### Sequential cells grouped by signal name, run 1

Other sequential cells in the stronger gray, the rest of the logic in the fainter gray.
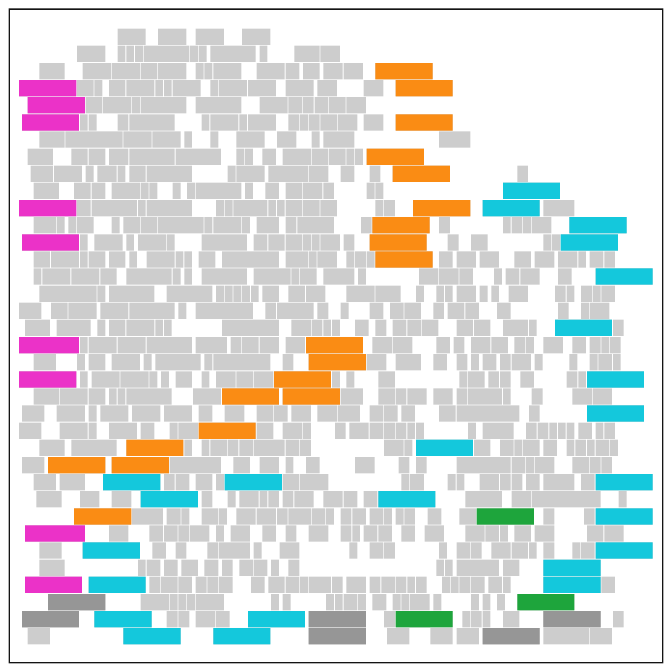
### The metal 4 layer, run 1

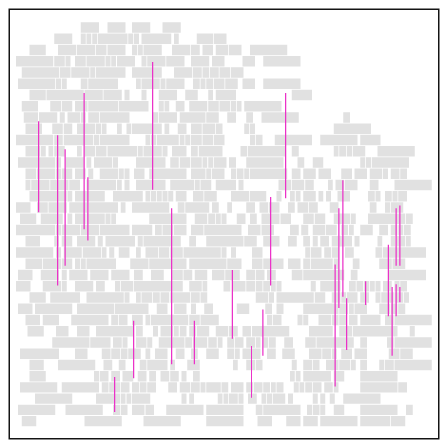
### Clock distribution, run 1

The bar under the picture is 20 um long.
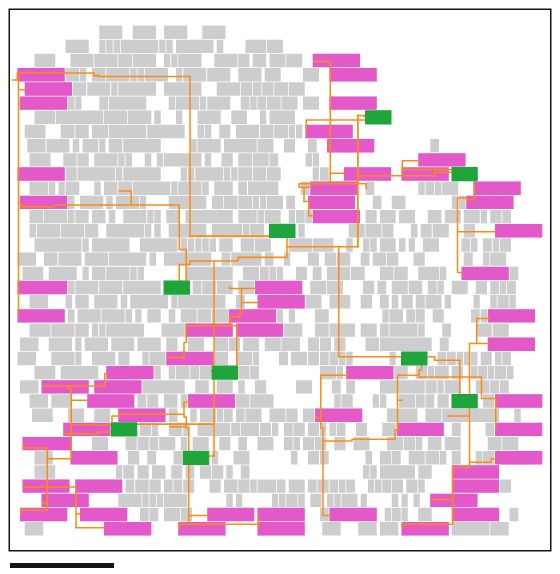
### Congestion heat map, run 1

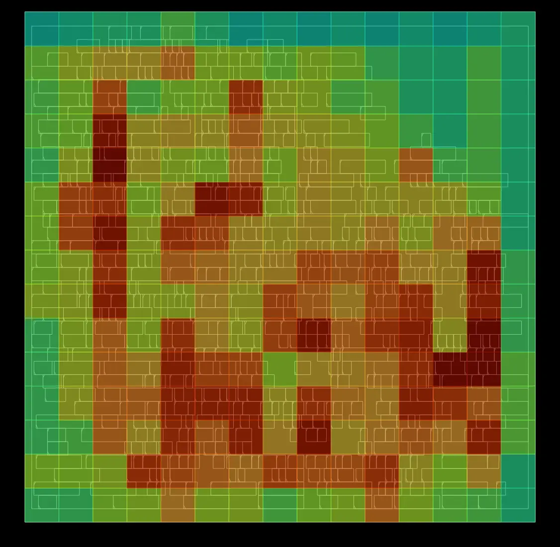
### src/rtl/hcsr04_echo_responder.sv
// HC-SR04 sensor emulator: Trig in, Echo out whose high time encodes distance_cm.
// Latency: echo rises BURST_CYC+3 clk after the trig pin falls; triggers arriving while busy are ignored.
module hcsr04_echo_responder #(
  parameter int unsigned CYC_PER_CM   = 2900,
  parameter int unsigned TRIG_MIN_CYC = 500,
  parameter int unsigned BURST_CYC    = 10000,
  parameter int unsigned TIMEOUT_CYC  = 1900000,
  parameter int unsigned HOLDOFF_CYC  = 500000,
  parameter int unsigned MIN_CM       = 2,
  parameter int unsigned MAX_CM       = 400
) (
  input  logic       clk,
  input  logic       rst_n,
  input  logic       trig,
  input  logic [8:0] distance_cm,
  output logic       echo,
  output logic       busy,
  output logic       meas_done,
  output logic       trig_err
);

  typedef enum logic [2:0] {
    IDLE    = 3'd0,
    TRIG_HI = 3'd1,
    BURST   = 3'd2,
    ECHO    = 3'd3,
    HOLDOFF = 3'd4
  } state_t;

  localparam logic [23:0] CNT_MAX    = '1;
  localparam logic [23:0] TRIG_MIN   = 24'(TRIG_MIN_CYC);
  localparam logic [23:0] BURST_LAST = 24'(BURST_CYC - 1);
  localparam logic [23:0] HOLD_LAST  = 24'(HOLDOFF_CYC - 1);
  localparam logic [15:0] CPC        = 16'(CYC_PER_CM);
  localparam logic [24:0] TIMEOUT    = 25'(TIMEOUT_CYC);
  localparam logic [8:0]  MIN_D      = 9'(MIN_CM);
  localparam logic [8:0]  MAX_D      = 9'(MAX_CM);

  state_t      state, state_nxt;
  logic        trig_m, trig_s, trig_d;
  logic        rise, fall;
  logic [23:0] cnt, cnt_nxt;
  logic [8:0]  dist_q, dist_nxt;
  logic [24:0] echo_len, echo_len_nxt;
  logic        echo_nxt, meas_done_nxt, trig_err_nxt;
  logic        in_range;

  assign rise     = trig_s & ~trig_d;
  assign fall     = ~trig_s & trig_d;
  assign in_range = (dist_q >= MIN_D) && (dist_q <= MAX_D);
  assign busy     = (state == BURST) || (state == ECHO) || (state == HOLDOFF);

  always_ff @(posedge clk or negedge rst_n) begin
    if (!rst_n) begin
      trig_m    <= 1'b0;
      trig_s    <= 1'b0;
      trig_d    <= 1'b0;
      state     <= IDLE;
      cnt       <= '0;
      dist_q    <= '0;
      echo_len  <= '0;
      echo      <= 1'b0;
      meas_done <= 1'b0;
      trig_err  <= 1'b0;
    end else begin
      trig_m    <= trig;
      trig_s    <= trig_m;
      trig_d    <= trig_s;
      state     <= state_nxt;
      cnt       <= cnt_nxt;
      dist_q    <= dist_nxt;
      echo_len  <= echo_len_nxt;
      echo      <= echo_nxt;
      meas_done <= meas_done_nxt;
      trig_err  <= trig_err_nxt;
    end
  end

  always_comb begin
    state_nxt     = state;
    cnt_nxt       = cnt;
    dist_nxt      = dist_q;
    echo_len_nxt  = echo_len;
    echo_nxt      = echo;
    meas_done_nxt = 1'b0;
    trig_err_nxt  = 1'b0;
    case (state)
      IDLE: begin
        if (rise) begin
          state_nxt = TRIG_HI;
          cnt_nxt   = 24'd1;
        end
      end
      TRIG_HI: begin
        if (fall) begin
          cnt_nxt = '0;
          if (cnt >= TRIG_MIN) begin
            dist_nxt  = distance_cm;
            state_nxt = BURST;
          end else begin
            trig_err_nxt = 1'b1;
            state_nxt    = IDLE;
          end
        end else if (trig_s && (cnt != CNT_MAX)) begin
          cnt_nxt = cnt + 24'd1;
        end
      end
      BURST: begin
        // dist_q is settled on the first BURST cycle; the product is registered here once
        if (cnt == '0) begin
          echo_len_nxt = in_range ? (25'(dist_q) * 25'(CPC)) : TIMEOUT;
        end
        if (cnt == BURST_LAST) begin
          state_nxt = ECHO;
          echo_nxt  = 1'b1;
          cnt_nxt   = '0;
        end else begin
          cnt_nxt = cnt + 24'd1;
        end
      end
      ECHO: begin
        if ({1'b0, cnt} == (echo_len - 25'd1)) begin
          state_nxt     = HOLDOFF;
          echo_nxt      = 1'b0;
          meas_done_nxt = 1'b1;
          cnt_nxt       = '0;
        end else begin
          cnt_nxt = cnt + 24'd1;
        end
      end
      HOLDOFF: begin
        if (cnt == HOLD_LAST) begin
          state_nxt = IDLE;
          cnt_nxt   = '0;
        end else begin
          cnt_nxt = cnt + 24'd1;
        end
      end
      default: begin
        state_nxt = IDLE;
        cnt_nxt   = '0;
        echo_nxt  = 1'b0;
      end
    endcase
  end

endmodule
### config.mk
export PLATFORM = sky130hd
export DESIGN_NAME = hcsr04_echo_responder
export DESIGN_NICKNAME = d
export VERILOG_FILES = /design/src/rtl/hcsr04_echo_responder.sv
export SDC_FILE = /design/constraint.sdc
export NUM_CORES = 1
export LEC_CHECK = 0
export ABC_CLOCK_PERIOD_IN_PS = 3750
export CORE_UTILIZATION = 55
export CTS_CLUSTER_DIAMETER = 80
export DETAILED_ROUTE_END_ITERATION = 10
export GPL_ROUTABILITY_DRIVEN = 0
export GPL_TIMING_DRIVEN = 1
export PLACE_DENSITY = 0.75
export SYNTH_ARGS = -nofsm -noshare
export SYNTH_HDL_FRONTEND = slang
export SYNTH_SLANG_ARGS = --single-unit
### constraint.sdc
create_clock -name clk -period 3.75 [get_ports clk]
set_input_delay 0.75 -clock clk [delete_from_list [all_inputs] [get_ports clk]]
set_output_delay 0.75 -clock clk [all_outputs]
set_load 0.01 [all_outputs]
==> flow_metrics.env, run 1 <==
# yosys + openroad results
export IMPL_status="complete, but fails checks"
export IMPL_violations="setup timing"
export IMPL_cp_data_required_time_ns=4.00
export IMPL_largest_class="combinational gates"
export IMPL_n_antenna_cell=0
export IMPL_h_tree_depth=3
export IMPL_fin_crit_sh_pct=101
export IMPL_worst_hold_slack_ns=0.357
export IMPL_ff_type="dfrtp_1"
export IMPL_ys_sh_simple_pct=18.5
export IMPL_cts_clk_slew_worst_paths_ns=0.08
export IMPL_ys_sh_adder_pct=20.9
export IMPL_hpwl_um=11200
export IMPL_p_sw_uw=1030
export IMPL_sh_comb_area_pct=58.9
export IMPL_async_flop_share_pct=100
export IMPL_ys_seq_elements=61
export IMPL_finalHoldViolations=0
export IMPL_r2r_end="echo_len[18]$_DFFE_PN0P_"
export IMPL_regToRegSetupSlack_ns=-0.05
export IMPL_drtAntennaViolNets=0
export IMPL_setup_ws_ns=-0.0514
export IMPL_setup_viol=2
export IMPL_numCtsBuffers=9
export IMPL_p_leak_uw=0.00307
export IMPL_critPathSlowestCell="fa_1"
export IMPL_fp_dieH_um=104
export IMPL_seqPwrFrac_pct=27.2
export IMPL_worstPathArrival_ns=4.05
export IMPL_grt_pass1_wl_um=24100
export IMPL_pre_cts_slack_ns=-0.131
export IMPL_cts_sinks=61
export IMPL_min_period_ns=3.80
export IMPL_overflow=0
export IMPL_cts_root_buf="clkbuf_8"
export IMPL_hold_path_class="flip-flop to flip-flop"
export IMPL_crit_path_end_kind="flip-flop"
export IMPL_r2r_cells=16
export IMPL_chipArea_mm2=0.0107
export IMPL_wl_met3_um=943
export IMPL_cp_buffers_inverters=4
export IMPL_swShare_pct=38.6
export IMPL_criticalPathCategory="flip-flop to flip-flop"
export IMPL_maxSlewViolCount=0
export IMPL_dr_pass1_iters=5
export IMPL_synth_stat_cells=654
export IMPL_avgViaCountPerCell=6.11
export IMPL_yosysSeqAreaShare_pct=26.9
export IMPL_most_common_cell="inv_1"
Notes on 'Sequential cells grouped by signal name' above:
Key: state = green [placed flops 3]; dist_q = magenta [placed flops 9]; cnt = cyan [placed flops 24]; echo_len = orange [placed flops 19]
Another 6 sequential cells are not colored.
Flop area: 0.00153 mm^2
register share of the cell area: 23.6%
fin util: 65.7%
Seq power: 728 uW

Notes on 'The metal 4 layer' above:
The layer carries 490 um of wire. The wires run mostly vertical. The layer holds 3.4% of the routed length.
vias: 5019
final wirelength: 14400 um

Notes on 'Clock distribution' above:
Key: flip-flops = magenta [count 61]; clock drivers = green [count 9]; clock wires = orange [length 924 um]
Position of the flops: widely spread.
Clk network pwr share: 22.6%
skew final: 0.0121 ns
clk_lat worst skew: 0.36 ns
Clock Power: 605 uW

Notes on 'Congestion heat map' above:
busiest grt layer: met2
post-DR wirelength/cell: 17.5 um

### Ports around the boundary, run 1

Pins as bars across the die edge, other pins in gray.
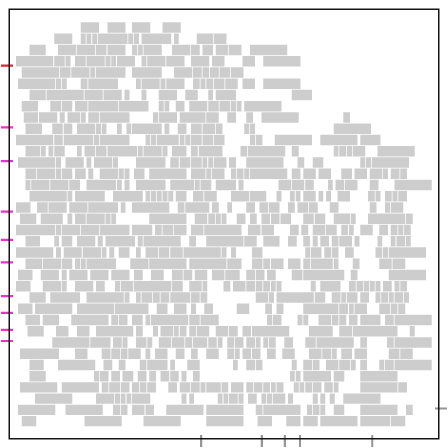

==> run 2, diff against run 1 <==
- CORE_UTILIZATION: 55 -> 50
- PLACE_DENSITY: 0.75 -> 0.69
- REMOVE_ABC_BUFFERS: default -> 1
- TNS_END_PERCENT: default -> 10
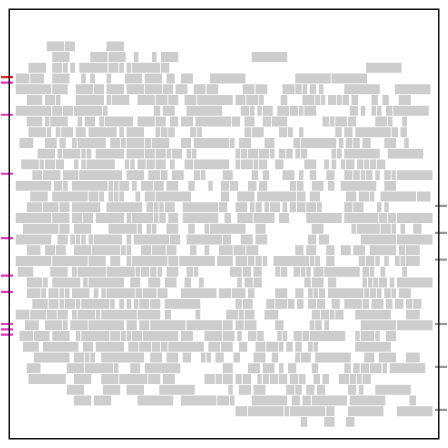
*Ports around the boundary, run 2*
Pins as bars across the die edge, other pins in gray.
Key: clk = red [pins 1, direction input, edge left]; distance_cm = magenta [pins 9, direction input, edge left]
All pins by edge: 10 left, 6 right.
die width: 108 um
I/O Buffers: 15
Die Y: 108 um

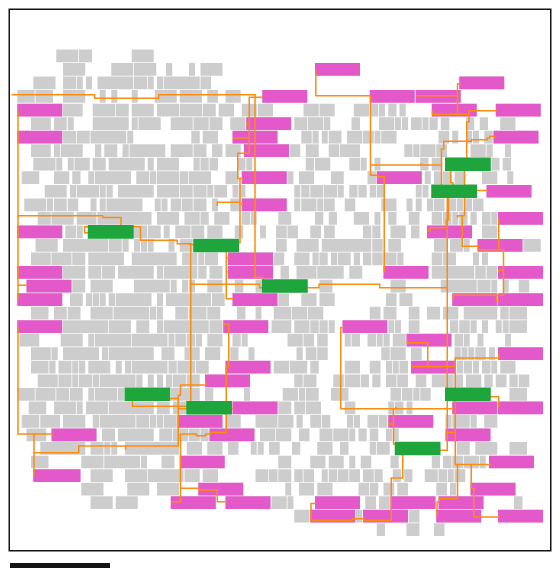
*Clock distribution, run 2*
The bar under the picture is 20 um long.
Key: clock drivers = green [count 9]; flip-flops = magenta [count 61]; clock wires = orange [length 988 um]
There are 10 routed clock nets.
clk_lat worst skew: 0.34 ns
Clk network pwr share: 29.9%
skew final: 0.00792 ns
Clock Power: 882 uW

==> run 2 against run 1 <==
Against the previous run: largest power group unchanged; the flow still finishes with violations (setup timing); maximum frequency is 1.2% lower; via count shrank 0.86%; final area is 3.5% higher; sequential cell count did not move; largest cell class unchanged.
==> flow_metrics.env, run 2 <==
# yosys + openroad results
export IMPL_p_sw_uw=1020
export IMPL_ys_sh_simple_pct=18.5
export IMPL_p_leak_uw=0.00321
export IMPL_wl_per_cell_um=17.2
export IMPL_grt_pass1_wl_um=23500
export IMPL_synth_stat_cells=654
export IMPL_hpwl_um=10800
export IMPL_vias=4976
export IMPL_wl_met3_um=620
export IMPL_ys_sh_adder_pct=20.9
export IMPL_ys_seq_elements=61
export IMPL_pre_cts_slack_ns=-0.385
export IMPL_busiest_layer="met2"
export IMPL_critPathSlowestCell="fa_1"
export IMPL_cts_clk_slew_worst_paths_ns=0.05
export IMPL_worst_hold_slack_ns=0.372
export IMPL_cts_root_buf="clkbuf_16"
export IMPL_violations="setup timing"
export IMPL_setup_viol=5
export IMPL_overflow=0
export IMPL_setup_ws_ns=-0.0978
export IMPL_cts_sinks=61
export IMPL_drtAntennaViolNets=0
export IMPL_n_antenna_cell=0
export IMPL_criticalPathCategory="flip-flop to flip-flop"
export IMPL_numCtsBuffers=9
export IMPL_async_flop_share_pct=100
export IMPL_cp_data_required_time_ns=3.97
export IMPL_fin_crit_sh_pct=103
export IMPL_maxSlewViolCount=0
export IMPL_avgViaCountPerCell=5.87
export IMPL_swShare_pct=34.7
export IMPL_chipArea_mm2=0.0118
export IMPL_sh_comb_area_pct=56.4
export IMPL_routed_wirelength_um=14600
export IMPL_finalHoldViolations=0
export IMPL_status="complete, but fails checks"
export IMPL_r2r_end="echo_len[20]$_DFFE_PN0P_"
export IMPL_worstPathArrival_ns=4.07
### Congestion heat map, run 2

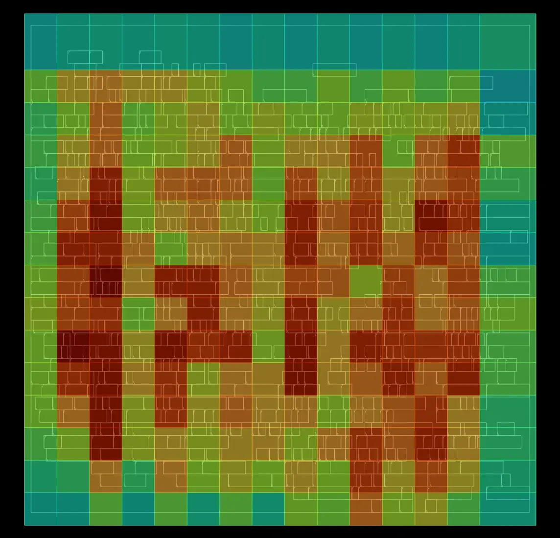

==> run 3, diff against run 2 <==
- CELL_PAD_IN_SITES_DETAIL_PLACEMENT: default -> 0
- CELL_PAD_IN_SITES_GLOBAL_PLACEMENT: default -> 2
- CORE_UTILIZATION: 50 -> 36
- PLACE_DENSITY: 0.69 -> 0.78
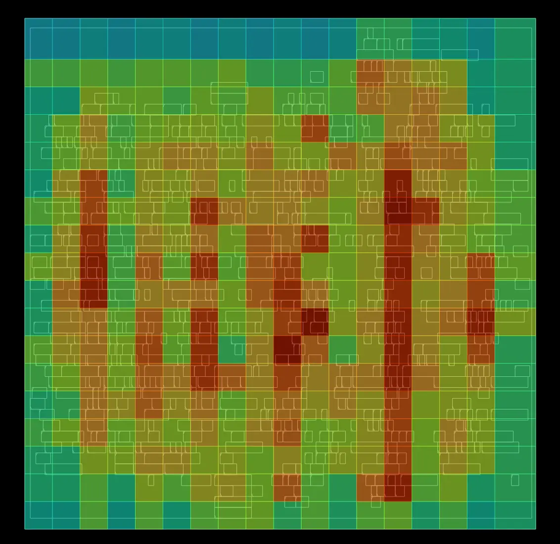
*Congestion heat map, run 3*
post-DR wirelength/cell: 16.2 um
GRT Overall Usage: 20.1%

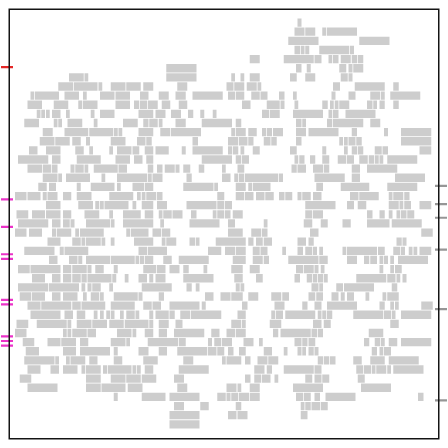
*Ports around the boundary, run 3*
Pins as bars across the die edge, other pins in gray.
Key: distance_cm = magenta [pins 9, direction input, edge left]; clk = red [pins 1, direction input, edge left]
All pins by edge: 10 left, 6 right.
die width: 128 um
Die Y: 128 um

==> run 3 against run 2 <==
Against the previous run: the flow still finishes with violations (setup timing); critical path depth stayed put; area after synthesis stayed put; hold slack worse by 0.014 ns.
==> flow_metrics.env, run 3 <==
# yosys + openroad results
export IMPL_clkPwrFrac_pct=26.6
export IMPL_chipArea_mm2=0.0163
export IMPL_finalHoldViolations=0
export IMPL_hold_path_class="flip-flop to flip-flop"
export IMPL_setup_ws_ns=-0.169
export IMPL_worstPathArrival_ns=4.14
export IMPL_fin_skew_ns=0.00766
export IMPL_status="complete, but fails checks"
export IMPL_violations="setup timing"
export IMPL_avgViaCountPerCell=5.26
export IMPL_n_antenna_cell=0
export IMPL_cts_root_buf="clkbuf_16"
export IMPL_setup_viol=4
export IMPL_p_seq_uw=730
export IMPL_overflow=0
export IMPL_numCtsBuffers=9
export IMPL_sh_seq_area_pct=22.4
export IMPL_regToRegSetupSlack_ns=-0.17
export IMPL_ys_sh_simple_pct=18.5
export IMPL_swShare_pct=36.3
No activity file was given, so power comes from the tool's default toggle rates.
